[config.mk]
export PLATFORM = sky130hd
export DESIGN_NAME = cla_seq_adder_ctrl_flat
export DESIGN_NICKNAME = d
export VERILOG_FILES = /design/src/rtl/cla_seq_adder_ctrl_if.sv /design/src/rtl/cla_seq_adder_ctrl.sv /design/src/flat_wrapper.sv
export SDC_FILE = /design/constraint.sdc
export NUM_CORES = 1
export LEC_CHECK = 0
export CAP_MARGIN = 20
export CORE_MARGIN = 2
export CORE_UTILIZATION = 47
export CTS_CLUSTER_SIZE = 25
export DETAILED_ROUTE_END_ITERATION = 8
export PLACE_DENSITY = 0.73
export SKIP_LAST_GASP = 1
export SLEW_MARGIN = 0
export SYNTH_ARGS = -nofsm -noshare
export SYNTH_HDL_FRONTEND = slang
export SYNTH_SLANG_ARGS = --single-unit
export TNS_END_PERCENT = 10
[constraint.sdc]
create_clock -name clk -period 2.4 [get_ports clk]
set_input_delay 0.48 -clock clk [delete_from_list [all_inputs] [get_ports clk]]
set_output_delay 0.48 -clock clk [all_outputs]
set_load 0.01 [all_outputs]
[src/rtl/cla_seq_adder_ctrl_if.sv]
// Request/result bundle between a requester and the sequential CLA adder controller.
// The requester drives the operands and start; the controller returns busy/done and the registered result.
interface cla_seq_adder_ctrl_if #(
  parameter int WIDTH = 16
);
  logic             start;
  logic [WIDTH-1:0] a;
  logic [WIDTH-1:0] b;
  logic             cin;
  logic             busy;
  logic             done;
  logic [WIDTH-1:0] sum;
  logic             cout;

  modport master (
    output start, a, b, cin,
    input  busy, done, sum, cout
  );

  modport slave (
    input  start, a, b, cin,
    output busy, done, sum, cout
  );
endinterface

[src/rtl/cla_seq_adder_ctrl.sv]
// WIDTH-bit adder that runs one 4-bit carry-lookahead slice once per nibble, LSB first.
// A result costs NIB+1 cycles back to back; sum/cout only move on the completion edge.
module Carry_look_ahead_adder (
  input  logic [3:0] a,
  input  logic [3:0] b,
  input  logic       cin,
  output logic [3:0] sum,
  output logic       Cout
);
  logic [3:0] p;
  logic [3:0] g;
  logic [4:0] c;

  assign p = a ^ b;
  assign g = a & b;

  // Every carry is a flat function of g/p/cin, so no carry ripples between bits.
  assign c[0] = cin;
  assign c[1] = g[0] | (p[0] & cin);
  assign c[2] = g[1] | (p[1] & g[0]) | (p[1] & p[0] & cin);
  assign c[3] = g[2] | (p[2] & g[1]) | (p[2] & p[1] & g[0]) | (p[2] & p[1] & p[0] & cin);
  assign c[4] = g[3] | (p[3] & g[2]) | (p[3] & p[2] & g[1]) | (p[3] & p[2] & p[1] & g[0])
              | (p[3] & p[2] & p[1] & p[0] & cin);

  genvar gi;
  generate
    for (gi = 0; gi < 4; gi++) begin : g_sum
      assign sum[gi] = p[gi] ^ c[gi];
    end
  endgenerate

  assign Cout = c[4];
endmodule

module cla_seq_adder_ctrl #(
  parameter int WIDTH = 16
) (
  input logic              clk,
  input logic              rst_n,
  cla_seq_adder_ctrl_if.slave bus
);
  localparam int NIB  = WIDTH / 4;
  localparam int IDXW = (NIB > 1) ? $clog2(NIB) : 1;

  typedef enum logic [1:0] {IDLE, RUN, DONE} state_t;

  state_t            state_reg;
  logic [WIDTH-1:0]  a_reg;
  logic [WIDTH-1:0]  b_reg;
  logic              carry_reg;
  logic [IDXW-1:0]   idx_reg;
  logic [WIDTH-1:0]  acc_reg;
  logic [WIDTH-1:0]  sum_reg;
  logic              cout_reg;
  logic              busy_reg;
  logic              done_reg;

  logic [3:0]        a_nib [NIB];
  logic [3:0]        b_nib [NIB];
  logic [3:0]        slice_a;
  logic [3:0]        slice_b;
  logic [3:0]        slice_sum;
  logic              slice_cout;
  logic [WIDTH-1:0]  acc_merged;
  logic              accept;
  logic              last_step;

  genvar gi;
  generate
    for (gi = 0; gi < NIB; gi++) begin : g_nib
      assign a_nib[gi] = a_reg[4*gi +: 4];
      assign b_nib[gi] = b_reg[4*gi +: 4];
      // The current nibble goes straight into the merged view so the final step can publish it.
      assign acc_merged[4*gi +: 4] = (idx_reg == IDXW'(gi)) ? slice_sum : acc_reg[4*gi +: 4];
    end
  endgenerate

  assign slice_a = a_nib[idx_reg];
  assign slice_b = b_nib[idx_reg];

  Carry_look_ahead_adder u_slice (
    .a    (slice_a),
    .b    (slice_b),
    .cin  (carry_reg),
    .sum  (slice_sum),
    .Cout (slice_cout)
  );

  assign accept    = bus.start && ((state_reg == IDLE) || (state_reg == DONE));
  assign last_step = (idx_reg == IDXW'(NIB - 1));

  always_ff @(posedge clk or negedge rst_n) begin
    if (!rst_n) begin
      state_reg <= IDLE;
      a_reg     <= '0;
      b_reg     <= '0;
      carry_reg <= 1'b0;
      idx_reg   <= '0;
      acc_reg   <= '0;
      sum_reg   <= '0;
      cout_reg  <= 1'b0;
      busy_reg  <= 1'b0;
      done_reg  <= 1'b0;
    end else begin
      case (state_reg)
        IDLE, DONE: begin
          done_reg <= 1'b0;
          if (accept) begin
            a_reg     <= bus.a;
            b_reg     <= bus.b;
            carry_reg <= bus.cin;
            idx_reg   <= '0;
            busy_reg  <= 1'b1;
            state_reg <= RUN;
          end else begin
            state_reg <= IDLE;
          end
        end
        RUN: begin
          acc_reg   <= acc_merged;
          carry_reg <= slice_cout;
          idx_reg   <= idx_reg + IDXW'(1);
          if (last_step) begin
            sum_reg   <= acc_merged;
            cout_reg  <= slice_cout;
            done_reg  <= 1'b1;
            busy_reg  <= 1'b0;
            state_reg <= DONE;
          end
        end
        default: begin
          state_reg <= IDLE;
          busy_reg  <= 1'b0;
          done_reg  <= 1'b0;
        end
      endcase
    end
  end

  assign bus.busy = busy_reg;
  assign bus.done = done_reg;
  assign bus.sum  = sum_reg;
  assign bus.cout = cout_reg;
endmodule

[src/flat_wrapper.sv]
// flat-port wrapper written by rule: the top's interface ports become plain ports
module cla_seq_adder_ctrl_flat 
#(
  parameter int WIDTH = 16
)
  (clk, rst_n, bus_start, bus_a, bus_b, bus_cin, bus_busy, bus_done, bus_sum, bus_cout);
  cla_seq_adder_ctrl_if #(.WIDTH(WIDTH)) bus_i ();
  input logic clk;
  input logic rst_n;
  input wire logic [$bits(bus_i.start)-1:0] bus_start;
  input wire logic [$bits(bus_i.a)-1:0] bus_a;
  input wire logic [$bits(bus_i.b)-1:0] bus_b;
  input wire logic [$bits(bus_i.cin)-1:0] bus_cin;
  output wire logic [$bits(bus_i.busy)-1:0] bus_busy;
  output wire logic [$bits(bus_i.done)-1:0] bus_done;
  output wire logic [$bits(bus_i.sum)-1:0] bus_sum;
  output wire logic [$bits(bus_i.cout)-1:0] bus_cout;
  assign bus_i.start = bus_start;
  assign bus_i.a = bus_a;
  assign bus_i.b = bus_b;
  assign bus_i.cin = bus_cin;
  assign bus_busy = bus_i.busy;
  assign bus_done = bus_i.done;
  assign bus_sum = bus_i.sum;
  assign bus_cout = bus_i.cout;
  cla_seq_adder_ctrl #(.WIDTH(WIDTH)) u_core (.clk(clk), .rst_n(rst_n), .bus(bus_i));
endmodule
ff_map.png
(6 px per µm) Other sequential cells in the stronger grey, the rest of the logic in the fainter grey.
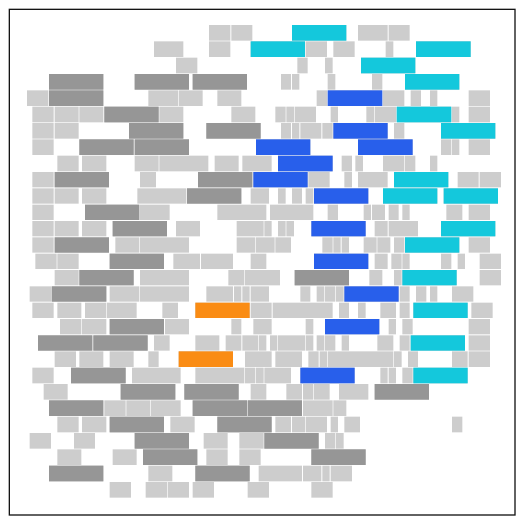
colour	name in the netlist	placed flops
orange	u_core.idx_reg	2
cyan	u_core.bus.sum	16
blue	u_core.acc_reg	12
share of the core filled with cells: 61.93%
sequential group power: 0.00203 W
Sequential Area: 0.001677 mm²
fraction of area in registers: 43.13%

gates.png
(3 px per µm)
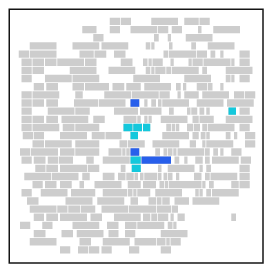
colour	family	cells
cyan	non-inverting ao/oa cells	7
blue	xor and xnor cells	3
most common library cell in the layout ignoring fill and taps: sky130_fd_sc_hd__dfrtp_1
non-filler cells, final: 384

==> design notes <==
The run gives 24.14% for the met1 capacity usage during global routing. The commonest cells after synthesis are sky130_fd_sc_hd__dfrtp_1, sky130_fd_sc_hd__nand2_1, sky130_fd_sc_hd__mux2_2. The largest stage delay on the critical path was 510 ps; the number of primary I/O pins was 55. The fraction of final cell area spent on clock buffers and inverters in this run is 5.472%. The slowest cell on the critical path is sky130_fd_sc_hd__mux4_2. The run finished with clean final reports. The type of the worst setup path is flop to flop. The number of nets in the layout is 347, and the number of sinks handled by clock tree synthesis is 67. The worst register-to-register path ends at u_core.bus.sum[3]. The registers of the reported paths see a clock transition of 70 ps. Proportion of power drawn by flip-flops and latches: 31.8%. Primary flip-flop cell chosen by synthesis mapping: sky130_fd_sc_hd__dfrtp_1. The maximum ir drop on the vdd rail was 0.0008018 V; the yosys-reported design area after synthesis was 0.003012 mm². Listed in order, past its start point the critical path passes buf_4 > mux4_2 > ha_1 > a211o_1 > a21oi_4 > xnor2_4 > o21ai_1. The share of total power dissipated in the clock network is 15.5%.

The cell area after synthesis is 0.003012 mm². The final weighted congestion recorded by global placement is 0.7583. Each instance of the synthesized netlist takes up on average 12.44 µm². The critical path launch point type is a flop. Of the total standard cell area in the layout, the multi-input combinational portion is 32.51%. The repair_antennas step left the layout with diodes totalling 0. Sorting the synthesis cell report by count puts at the top sky130_fd_sc_hd__dfrtp_1.

Top-area cell type share of the netlist area: 55.67%. Total negative slack: 0 ps. Per the cell usage report, the commonest logic cells after layout are sky130_fd_sc_hd__dfrtp_1, sky130_fd_sc_hd__clkdlybuf4s50_1, sky130_fd_sc_hd__nand2_1, sky130_fd_sc_hd__mux2_2, sky130_fd_sc_hd__o21ai_0. With the total of cells resized after clock tree synthesis at 0, the mean number of vias per cell is 5.185. The cell accounting for the most synthesized area was sky130_fd_sc_hd__dfrtp_1.

With the met3 wire length at 288 µm, the initial core utilization is 47.98%. The number of remaining DRC errors is 0. The flow inserted 77 tap cells. Wires add up to 5645 µm. For the core box area, the log shows 0.006277 mm².
closeup.png
Window x 51 to 76, y 51 to 76 µm. Cells in grey, sequential cells in the stronger grey; small squares are vias.
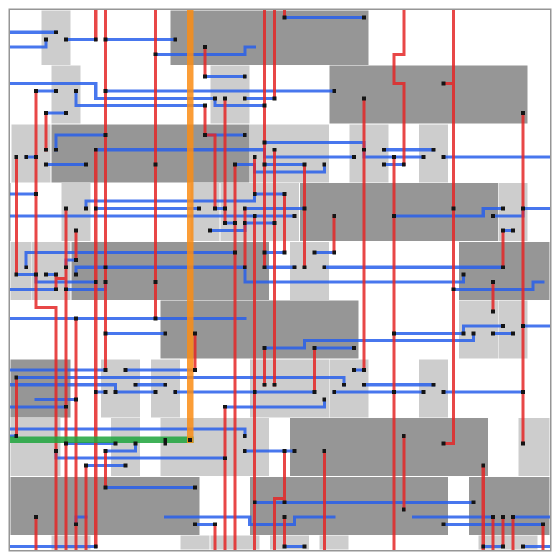
colour	layer
red	M2
blue	M1
orange	M4
green	M3
netlist names of flops here include	u_core.bus.sum (5), u_core.acc_reg (4)
most frequent	nand2_1 (9), dfrtp_1 (9), o21ai_0 (8)
sequential cells in the window	9
cells with their middle in the window	32

## metrics by stage
step	cell area (µm²)	total power [W]
after floorplan	3012	0.004306
after global placement	3654	0.005203
after detailed placement	3654	0.005296
after CTS	3866	0.006321
after global routing	3887	0.006904
final	3887	0.006390
## cell families (layout without fill, tap and decap cells)
group | after synthesis | in the layout | share of synthesized area [%]
buf+inv | 21 | 86 | 2.908
compound gates | 47 | 47 | 9.265
mux | 46 | 46 | 19.94
flops | 67 | 67 | 55.67
xor+xnor | 3 | 3 | 1.122
fa+ha+maj | 9 | 9 | 3.989
simple gates | 49 | 49 | 7.104
Power and IR drop assume default switching activity.
